### Signal wires on met3, run 1

Drawn at 4 px/um.
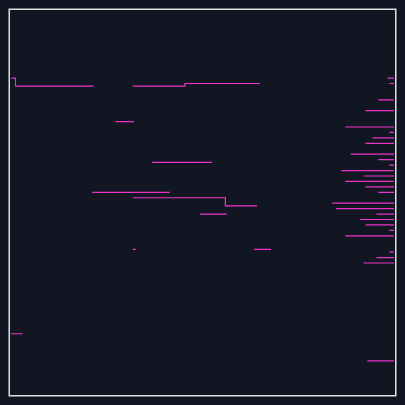
### Cell sizes after repair, run 1

Drawn at 4 px/um.
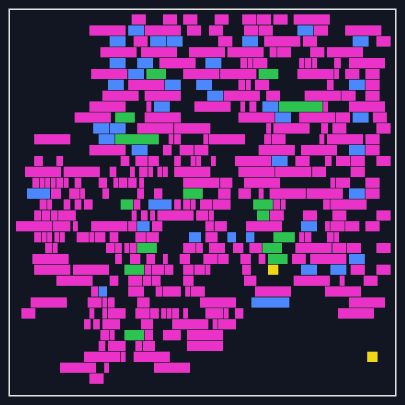
### The clock network, run 1

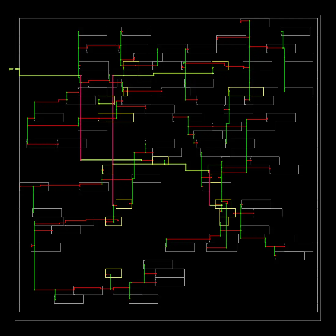
--- src/rtl/mdio_phy_responder.sv ---
// Clause 22 MDIO PHY-side responder: presents an emulated PHY register space
// to an MDIO master. Writes leave as single-cycle pulses, reads are fetched
// from user logic and shifted back onto the bus.
//
// state   | meaning
// --------+-----------------------------------------------------------
// PRE     | hunting for preamble ones followed by ST bit 0
// ST      | expecting ST bit 1
// OP      | shifting in the 2-bit opcode
// PHYAD   | shifting in the PHY address, match decided on the last bit
// REGAD   | shifting in the register address, read request on last bit
// TA      | turnaround, responder takes the bus for a matched read
// DATA    | 16 data bits, shifted out (read) or in (write) or skipped
module mdio_phy_responder #(
    parameter logic [4:0] PHY_ADDR     = 5'd1,
    parameter bit         BROADCAST_EN = 1'b0,
    parameter int         PREAMBLE_MIN = 32
) (
    input  logic        clk_clk,
    input  logic        reset_reset_n,
    input  logic        mdc,
    input  logic        mdio_in,
    output logic        mdio_out,
    output logic        mdio_oen,
    output logic [4:0]  reg_addr,
    output logic        reg_rd,
    input  logic [15:0] reg_rdata,
    output logic        reg_wr,
    output logic [15:0] reg_wdata
);

    localparam logic [2:0] S_PRE   = 3'd0;
    localparam logic [2:0] S_ST    = 3'd1;
    localparam logic [2:0] S_OP    = 3'd2;
    localparam logic [2:0] S_PHYAD = 3'd3;
    localparam logic [2:0] S_REGAD = 3'd4;
    localparam logic [2:0] S_TA    = 3'd5;
    localparam logic [2:0] S_DATA  = 3'd6;

    localparam logic [5:0] L_PRE_MIN = 6'(PREAMBLE_MIN);

    logic        r_mdc_s1, r_mdc_s2, r_mdc_d;
    logic        r_mdio_s1, r_mdio_s2;
    logic [2:0]  r_state;
    logic [5:0]  r_pre_cnt;
    logic [4:0]  r_bit_cnt;
    logic [1:0]  r_op;
    logic [3:0]  r_phyad;
    logic [3:0]  r_regad;
    logic        r_rd_ok;
    logic        r_wr_ok;
    logic        r_last;
    logic [15:0] r_sh;

    logic        w_rise, w_fall, w_bit;
    logic [4:0]  w_phyad_full, w_regad_full;

    assign w_rise       = r_mdc_s2 & ~r_mdc_d;
    assign w_fall       = ~r_mdc_s2 & r_mdc_d;
    assign w_bit        = r_mdio_s2;
    assign w_phyad_full = {r_phyad, w_bit};
    assign w_regad_full = {r_regad, w_bit};

    // Bring MDC and MDIO into the system clock domain and keep a delayed MDC for edges
    always_ff @(posedge clk_clk or negedge reset_reset_n) begin
        if (!reset_reset_n) begin
            r_mdc_s1  <= 1'b0;
            r_mdc_s2  <= 1'b0;
            r_mdc_d   <= 1'b0;
            r_mdio_s1 <= 1'b0;
            r_mdio_s2 <= 1'b0;
        end else begin
            r_mdc_s1  <= mdc;
            r_mdc_s2  <= r_mdc_s1;
            r_mdc_d   <= r_mdc_s2;
            r_mdio_s1 <= mdio_in;
            r_mdio_s2 <= r_mdio_s1;
        end
    end

    // Frame decoder: sample on MDC rise, drive the bus on MDC fall
    always_ff @(posedge clk_clk or negedge reset_reset_n) begin
        if (!reset_reset_n) begin
            r_state   <= S_PRE;
            r_pre_cnt <= 6'd0;
            r_bit_cnt <= 5'd0;
            r_op      <= 2'b00;
            r_phyad   <= 4'd0;
            r_regad   <= 4'd0;
            r_rd_ok   <= 1'b0;
            r_wr_ok   <= 1'b0;
            r_last    <= 1'b0;
            r_sh      <= 16'd0;
            mdio_out  <= 1'b0;
            mdio_oen  <= 1'b1;
            reg_addr  <= 5'd0;
            reg_rd    <= 1'b0;
            reg_wr    <= 1'b0;
            reg_wdata <= 16'd0;
        end else begin
            reg_rd <= 1'b0;
            reg_wr <= 1'b0;
            // user logic answers one clk after the request
            if (reg_rd) begin
                r_sh <= reg_rdata;
            end
            if (w_rise) begin
                case (r_state)
                    S_PRE: begin
                        if (w_bit) begin
                            if (r_pre_cnt != L_PRE_MIN) begin
                                r_pre_cnt <= r_pre_cnt + 6'd1;
                            end
                        end else if (r_pre_cnt == L_PRE_MIN) begin
                            r_pre_cnt <= 6'd0;
                            r_state   <= S_ST;
                        end else begin
                            r_pre_cnt <= 6'd0;
                        end
                    end
                    S_ST: begin
                        r_bit_cnt <= 5'd0;
                        r_pre_cnt <= 6'd0;
                        r_state   <= w_bit ? S_OP : S_PRE;
                    end
                    S_OP: begin
                        r_op <= {r_op[0], w_bit};
                        if (r_bit_cnt == 5'd1) begin
                            r_bit_cnt <= 5'd0;
                            r_state   <= S_PHYAD;
                        end else begin
                            r_bit_cnt <= r_bit_cnt + 5'd1;
                        end
                    end
                    S_PHYAD: begin
                        r_phyad <= w_phyad_full[3:0];
                        if (r_bit_cnt == 5'd4) begin
                            // PHYAD 0 is broadcast for writes only, never answered on reads
                            r_rd_ok   <= (r_op == 2'b10) && (w_phyad_full == PHY_ADDR)
                                         && (w_phyad_full != 5'd0);
                            r_wr_ok   <= (r_op == 2'b01) && ((w_phyad_full == PHY_ADDR)
                                         || (BROADCAST_EN && (w_phyad_full == 5'd0)));
                            r_bit_cnt <= 5'd0;
                            r_state   <= S_REGAD;
                        end else begin
                            r_bit_cnt <= r_bit_cnt + 5'd1;
                        end
                    end
                    S_REGAD: begin
                        r_regad <= w_regad_full[3:0];
                        if (r_bit_cnt == 5'd4) begin
                            reg_addr  <= w_regad_full;
                            reg_rd    <= r_rd_ok;
                            r_bit_cnt <= 5'd0;
                            r_state   <= S_TA;
                        end else begin
                            r_bit_cnt <= r_bit_cnt + 5'd1;
                        end
                    end
                    S_TA: begin
                        if (r_bit_cnt == 5'd1) begin
                            r_bit_cnt <= 5'd0;
                            r_last    <= 1'b0;
                            r_state   <= S_DATA;
                        end else begin
                            r_bit_cnt <= r_bit_cnt + 5'd1;
                        end
                    end
                    S_DATA: begin
                        if (r_rd_ok) begin
                            // read leaves DATA on the fall after the 16th bit
                            if (r_bit_cnt == 5'd15) begin
                                r_last <= 1'b1;
                            end else begin
                                r_bit_cnt <= r_bit_cnt + 5'd1;
                            end
                        end else begin
                            if (r_wr_ok) begin
                                r_sh <= {r_sh[14:0], w_bit};
                            end
                            if (r_bit_cnt == 5'd15) begin
                                if (r_wr_ok) begin
                                    reg_wr    <= 1'b1;
                                    reg_wdata <= {r_sh[14:0], w_bit};
                                end
                                r_bit_cnt <= 5'd0;
                                r_pre_cnt <= 6'd0;
                                r_state   <= S_PRE;
                            end else begin
                                r_bit_cnt <= r_bit_cnt + 5'd1;
                            end
                        end
                    end
                    default: begin
                        r_pre_cnt <= 6'd0;
                        r_state   <= S_PRE;
                    end
                endcase
            end else if (w_fall) begin
                if ((r_state == S_TA) && (r_bit_cnt == 5'd1) && r_rd_ok) begin
                    mdio_oen <= 1'b0;
                    mdio_out <= 1'b0;
                end else if ((r_state == S_DATA) && r_rd_ok) begin
                    if (r_last) begin
                        mdio_oen  <= 1'b1;
                        mdio_out  <= 1'b0;
                        r_last    <= 1'b0;
                        r_rd_ok   <= 1'b0;
                        r_bit_cnt <= 5'd0;
                        r_pre_cnt <= 6'd0;
                        r_state   <= S_PRE;
                    end else begin
                        mdio_out <= r_sh[15];
                        r_sh     <= {r_sh[14:0], 1'b0};
                    end
                end
            end
        end
    end

endmodule
--- config.mk ---
export PLATFORM = sky130hd
export DESIGN_NAME = mdio_phy_responder
export DESIGN_NICKNAME = d
export VERILOG_FILES = /design/src/rtl/mdio_phy_responder.sv
export SDC_FILE = /design/constraint.sdc
export NUM_CORES = 1
export LEC_CHECK = 0
export CAP_MARGIN = 25
export CORE_UTILIZATION = 40
export CTS_CLUSTER_DIAMETER = 150
export CTS_CLUSTER_SIZE = 14
export DETAILED_ROUTE_END_ITERATION = 6
export GPL_TIMING_DRIVEN = 1
export PLACE_DENSITY = 0.65
export SYNTH_ARGS = -nofsm -noshare
export SYNTH_HDL_FRONTEND = slang
export SYNTH_SLANG_ARGS = --single-unit
--- constraint.sdc ---
create_clock -name clk_clk -period 5.3 [get_ports clk_clk]
set_input_delay 0.795 -clock clk_clk [delete_from_list [all_inputs] [get_ports clk_clk]]
set_output_delay 0.795 -clock clk_clk [all_outputs]
set_load 0.03 [all_outputs]
==> results_slide.txt, run 1 <==
Run Summary

Setup path
  • Worst reg2reg path depth: 8
  • CP startpoint: reg_rd
  • FF-to-FF Start: r_bit_cnt[0]
  • Worst path required time: 4.51 ns
  • CP Depth: 1
  • Setup slack, reg-to-reg: 2.81 ns
  • Crit path capture: reg_rd
  • WP data arrival: 2.05 ns
  • FF-to-FF End: r_pre_cnt[3]
  • Critical path's largest stage delay: 0.90 ns

Run
  • Stage-log warning count: 31

Floorplanning
  • Inserted tap cell count: 108
  • Vert. Die Dim: 96.24 um
  • Fp util: 40.93%

Synthesis
  • Simple-Gate Area Share: 15.11%
  • Synth top cell by count: dfrtp_1
  • Yosys aoi share: 12.22%
  • Mean cell area of the mapped netlist: 11.00 um^2
  • Adder share: 3.170%
  • Post-synth EDFFs: 0
  • Mapped Area: 3552 um^2
  • # Cells Yosys: 323
  • FFs w/ async S/R, synth: 100.0%
  • Top area contributor share: 50.72%
  • Yosys xor share: 0%

Status
  • Status: finished clean

CTS
  • Clock Sinks: 73
  • # Post-CTS Setup Buffers: 0
  • TritonCTS clock tree: yes
  • Hold buffers post-CTS: 0

Timing
  • RSZ-0062 raised after global routing: false
  • Max transition margin: 40.11%
  • Tmin final: 2.849 ns
  • Slew Viols, Final: 0
  • Final setup violation count: 0
  • Final Cycle Share: 53.75%

Routing
  • Met3 wire len: 312 um
  • Routed Antenna Nets: 0

Global routing
  • Largest net degree at the start of global routing: 74
  • Vias in the first global route: 2432

Worst hold path
  • Hold path depth: 0
  • Worst hold-check path type: reg -> reg
  • Hold wc startpoint: r_mdc_s1

Finish
  • Multi-Input Combinational: 219
  • Biggest regs: r_sh x16, reg_wdata x16, r_pre_cnt x6
  • Final-layout clock-cell area share: 5.274%

Placement
  • Gpl congestion: 0.8297
Notes on 'Signal wires on met3' above:
share of all routed wire = 4.5%
main direction = horizontal
nets with wire on the layer = 32
longest straight run = 23.0 um
wire length on this layer = 312 um
Total Wirelength: 6906 um
GRT met3 Usage: 4.186%

Notes on 'Cell sizes after repair' above:
magenta -> _0 and _1 cells  # cells 312
yellow -> _3 and _4 cells  # cells 2
green -> _6 and larger  # cells 15
blue -> _2 cells  # cells 39
min setup slack post-route: 2.451 ns
Buffers excl. clock: 45
Area Growth Syn to Fin: 20.89%
fin area: 4294 um^2

Notes on 'The clock network' above:
CTS buffer count: 9
clock skew: 0.01301 ns
clock buffer count: 11

==> run 1: power by group through the flow <==
stage / clock network [uW] / registers, uW / logic (uW)
6_report: 495 / 578 / 61.8
5_1_grt: 539 / 580 / 70.1
4_1_cts: 511 / 577 / 63.2
3_5_place_dp: 0 / 588 / 63.0
3_3_place_gp: 0 / 588 / 62.5
2_1_floorplan: 0 / 579 / 42.0
==> run 1: through the flow <==
stage               power (uW)  util, %  cells  hold WS, ns  cell area, um^2
floorplan                620.6        -    323       0.3312             3552
global placement         650.2    46.70    459       0.3382             4053
detailed placement       651.4    46.70    459       0.3410             4053
CTS                       1151    49.31    475       0.3610             4279
global route              1189    49.48    476       0.3734             4294
finish                    1134    49.48    476       0.3569             4294
==> run 1 -> run 2 <==
PLACE_DENSITY = 0.67   (was 0.65)
clock period = 2.55 ns   (was 5.3 ns; I/O delays follow)
==> run 2 against run 1 <==
Effect of this change: final area increased by 1.6%; flip-flop count unchanged; hold slack improved by 0.0021 ns; utilization increased by 0.81 points; die area unchanged; sequential share of layout area decreased by 0.68 points; clock power increased by 73%; global-route usage increased by 1.3 points; power increased by 94%; combinational power increased to 2.7 times the previous value; register-to-register slack got worse by 2.7 ns; synthesized cell count unchanged.
==> results_slide.txt, run 2 <==
Run Summary

Timing
  • Tmin final: 2.398 ns
  • Slew Viols, Final: 0 (unchanged)
  • Min setup slack post-route: 0.1517 ns (was 2.451 ns)
  • Final Cycle Share: 94.05%
  • Max transition margin: 55.31% (was 40.11%)
  • Worst hold slack: 0.3590 ns (was 0.3569 ns)

Synthesis
  • Top area contributor share: 50.72% (unchanged)
  • Synth top cell by count: dfrtp_1 (unchanged)
  • # Cells Yosys: 323 (unchanged)
  • FFs w/ async S/R, synth: 100.0% (unchanged)
  • Mapped Area: 3552 um^2 (unchanged)
  • Mean cell area of the mapped netlist: 11.00 um^2 (unchanged)
  • Post-synth EDFFs: 0 (unchanged)

CTS
  • TritonCTS clock tree: yes (unchanged)
  • CTS buffer count: 9 (unchanged)
  • H-tree level count: 3 (unchanged)
  • Hold buffers post-CTS: 1 (was 0)

Floorplanning
  • Vert. Die Dim: 96.24 um (unchanged)
  • Fp util: 40.93% (unchanged)
  • Inserted tap cell count: 108 (unchanged)

Power
  • Pwr Total: 2205 uW (was 1134 uW)
  • Seq. pwr: 1180 uW (was 578 uW)
  • Largest Pwr Group: registers (unchanged)
  • Power in the clock group: 854 uW (was 495 uW)

Status
  • Status: finished clean (unchanged)

Setup path
  • Worst path required time: 2.80 ns (was 4.51 ns)
  • Setup slack, reg-to-reg: 0.15 ns (was 2.81 ns)
  • FF-to-FF End: r_pre_cnt[5] (was r_pre_cnt[3])
  • CP startpoint: r_bit_cnt[1] (was reg_rd)
  • Crit path capture: r_pre_cnt[5] (was reg_rd)
  • WP data arrival: 2.65 ns (was 2.05 ns)
  • Worst reg2reg path depth: 8 (unchanged)

Placement
  • Buffers on Ports: 44 (unchanged)
  • Placed insts: 470 (was 459)
  • Gpl congestion: 0.8866 (was 0.8297)

Global routing
  • Vias in the first global route: 2557 (was 2432)
  • Total grt overflow: 0 (unchanged)

Finish
  • Fin area: 4364 um^2 (was 4294 um^2)
  • Buffers excl. clock: 57 (was 45)
  • Post-Layout Cell Count: 488 (was 476)
  • Multi-Input Combinational: 219 (unchanged)
  • Biggest regs: r_sh x16, reg_wdata x16, r_pre_cnt x6 (unchanged)

Routing
  • Routed Antenna Nets: 0 (unchanged)

Worst hold path
  • Hold path depth: 0 (unchanged)
  • Worst hold-check path type: reg -> reg (unchanged)
  • Hold wc startpoint: r_mdc_s1 (unchanged)

Run
  • Stage-log warning count: 31 (unchanged)
## run 2: logic make-up (layout without fill, tap and decap cells)
group / after synthesis / in the layout / share of synthesized area, %
compound gates: 65 / 65 / 12.22
fa+ha+maj: 9 / 9 / 3.170
buf+inv: 31 / 88 / 3.698
flops: 73 / 73 / 51.46
mux: 47 / 47 / 14.34
simple gates: 98 / 98 / 15.11
## run 2: critical path: stages, from the launching register on
cell and delay [ns]:
dfrtp_1 0.41, ha_1 0.21, and3_1 0.20, ha_2 0.25
nand4bb_1 0.17, a32oi_1 0.14, a211o_2 0.36, or2_1 0.27
o41ai_2 0.30
## run 2: routing by layer
layer	up-vias	routed length, um	track usage (%)
met3	12	313	4.581
met4	0	116	5.970
met2	59	3672	28.78
met1	1291	3401	22.86
met5	-	0	0
li1	1268	-	-
### Where the registers sit, run 2

Drawn at 4 px/um. Other sequential cells in the stronger grey, the rest of the logic in the fainter grey.
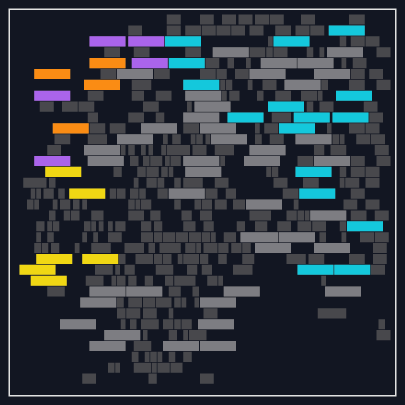
cyan -> reg_wdata  # placed flops 16
yellow -> r_pre_cnt  # placed flops 6
purple -> reg_addr  # placed flops 5, where upper left
orange -> r_regad  # placed flops 4, where upper left
not coloured = 42
post-layout util: 50.29%
register area: 1828 um^2

### The clock network, run 2

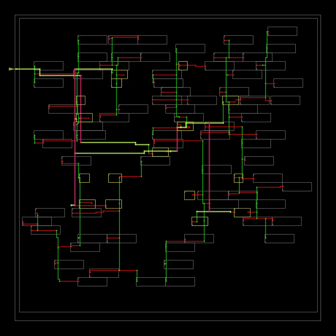
Insertion Delay late pin: 0.35 ns
Clock Sinks: 73
clock buffer count: 9

### Wire density map, run 2

Drawn at 4 px/um. 19 x 19 tiles, from black (low) to pale yellow (high), scaled to the fullest tile. Values are wire area over tile area, all layers added.
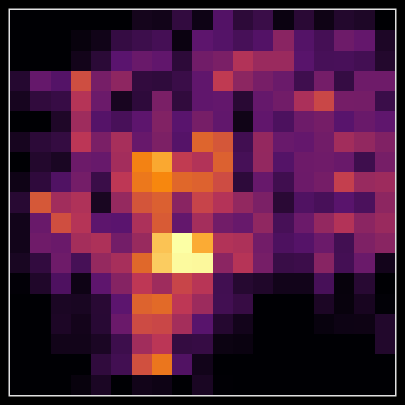
densest ninth of the die = centre
nearly empty tiles = 18%
emptiest ninth of the die = lower right
mean over tiles = 0.13
fullest tile = 0.54
gr usage total: 17.70%
drt wl/cell: 15.38 um
Total Wirelength: 7505 um
routed vias: 2630

==> run 2 -> run 3 <==
PLACE_DENSITY = 0.65   (was 0.67)
clock period = 2.5 ns   (was 2.55 ns; I/O delays follow)
==> run 3 against run 2 <==
Effect of this change: final cell count shrank 0.41%; die area unchanged; fmax grew 1.7%; clock-buffer cell count up 1; area after synthesis unchanged; highest routed layer unchanged; sequential power hardly changed; synthesized cell count did not move; combinational power down 5%; global-route usage is 1.1 points lower.
==> results_slide.txt, run 3 <==
Run Summary

Status
  • Status: finished clean (unchanged)

Routing
  • Top layer in use: met4 (unchanged)
  • DRT met1 WL: 3300 um (was 3401 um)
  • WL met2: 3343 um (was 3672 um)

Power
  • Pwr Total: 2275 uW (was 2205 uW)
  • Largest Pwr Group: registers (unchanged)

CTS
  • Insertion Delay late pin: 0.34 ns (was 0.35 ns)
  • Hold buffers post-CTS: 0 (was 1)

Timing
  • Max transition margin: 40.14% (was 55.31%)
  • Final setup violation count: 0 (unchanged)

Setup path
  • CP startpoint: r_bit_cnt[0] (was r_bit_cnt[1])
  • Crit path cell chain: ha_1 > and3_1 > ha_1 > nand4bb_1 > a32oi_1 > a211o_2 > or4_1 > nand3_1 (was ha_1 > and3_1 > ha_2 > nand4bb_1 > a32oi_1 > a211o_2 > or2_1 > o41ai_2)
  • Crit path capture: r_pre_cnt[3] (was r_pre_cnt[5])
  • WP data arrival: 2.63 ns (was 2.65 ns)
  • Worst reg2reg path depth: 8 (unchanged)
  • Worst path top cell family by delay: simple AND/OR/NAND/NOR gates (was AND-OR/OR-AND gates)
  • Max stage delay cell, worst path: or4_1 (was dfrtp_1)

Global routing
  • GR Layer Usage met1: 22.16% (was 22.86%)

Worst hold path
  • Worst hold-check path type: in -> async (was reg -> reg)

Synthesis
  • FFs w/ async S/R, synth: 100.0% (unchanged)
  • MUX area fraction: 14.34% (unchanged)
  • Yosys xor share: 0% (unchanged)
  • Adder share: 3.170% (unchanged)
  • Simple-Gate Area Share: 15.11% (unchanged)
  • Main logic family: simple AND/OR/NAND/NOR gates (unchanged)

Floorplanning
  • Vert. Die Dim: 96.24 um (unchanged)

Placement
  • Gpl congestion: 0.8510 (was 0.8866)

Finish
  • Area Growth Syn to Fin: 22.16% (was 22.86%)
## run 3: cell counts after synthesis
Identical to the previous run, type by type.
## run 3: stage by stage
step	hold slack (ns)	area [um^2]	instances
3_5_place_dp	0.3347	4128	469
5_1_grt	0.2355	4339	486
6_report	0.1562	4339	486
2_1_floorplan	0.07941	3552	323
3_3_place_gp	0.3342	4128	469
4_1_cts	0.1986	4323	485
## run 3: layout make-up
cell class / count / area (um^2) / share of cell area (%)
Inverter: 15 / 56.30 / 1.298
Clock inverter: 6 / 67.56 / 1.557
Sequential cell: 73 / 1828 / 42.13
Timing Repair Buffer: 55 / 528.0 / 12.17
Tap cell: 108 / 135.1 / 3.114
Clock buffer: 10 / 127.6 / 2.941
Multi-Input combinational cell: 219 / 1597 / 36.79
### Signal wires on met3, run 3

Drawn at 4 px/um.
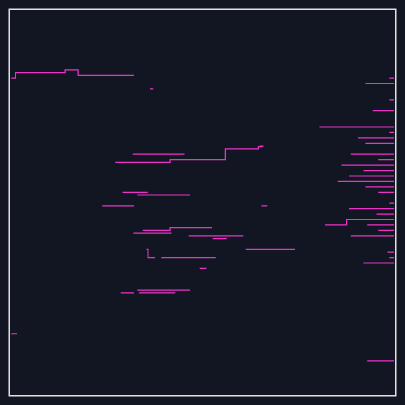
wire length on this layer = 403 um
longest straight run = 18.3 um
share of all routed wire = 5.7%
GRT met3 Usage: 3.870%
routed vias: 2591
Total Wirelength: 7120 um

### Where the registers sit, run 3

Drawn at 4 px/um. Other sequential cells in the stronger grey, the rest of the logic in the fainter grey.
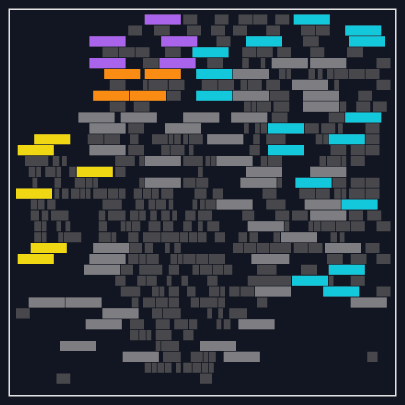
purple -> reg_addr  # placed flops 5, where top centre
yellow -> r_pre_cnt  # placed flops 6, where middle left
cyan -> reg_wdata  # placed flops 16
orange -> r_regad  # placed flops 4
not coloured = 42
post-layout util: 50.00%
sequential share of cell area: 42.13%
Seq. pwr: 1210 uW

### Cell sizes after repair, run 3

Drawn at 4 px/um.
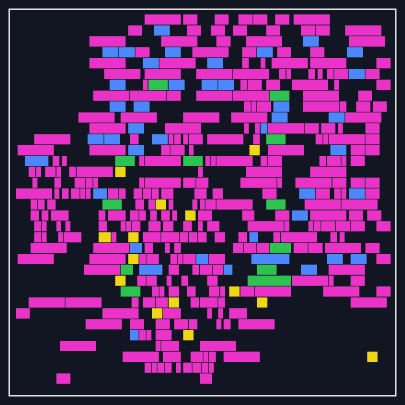
Buffers excl. clock: 55
fin area: 4339 um^2

Power is estimated from default activity; no workload was simulated.
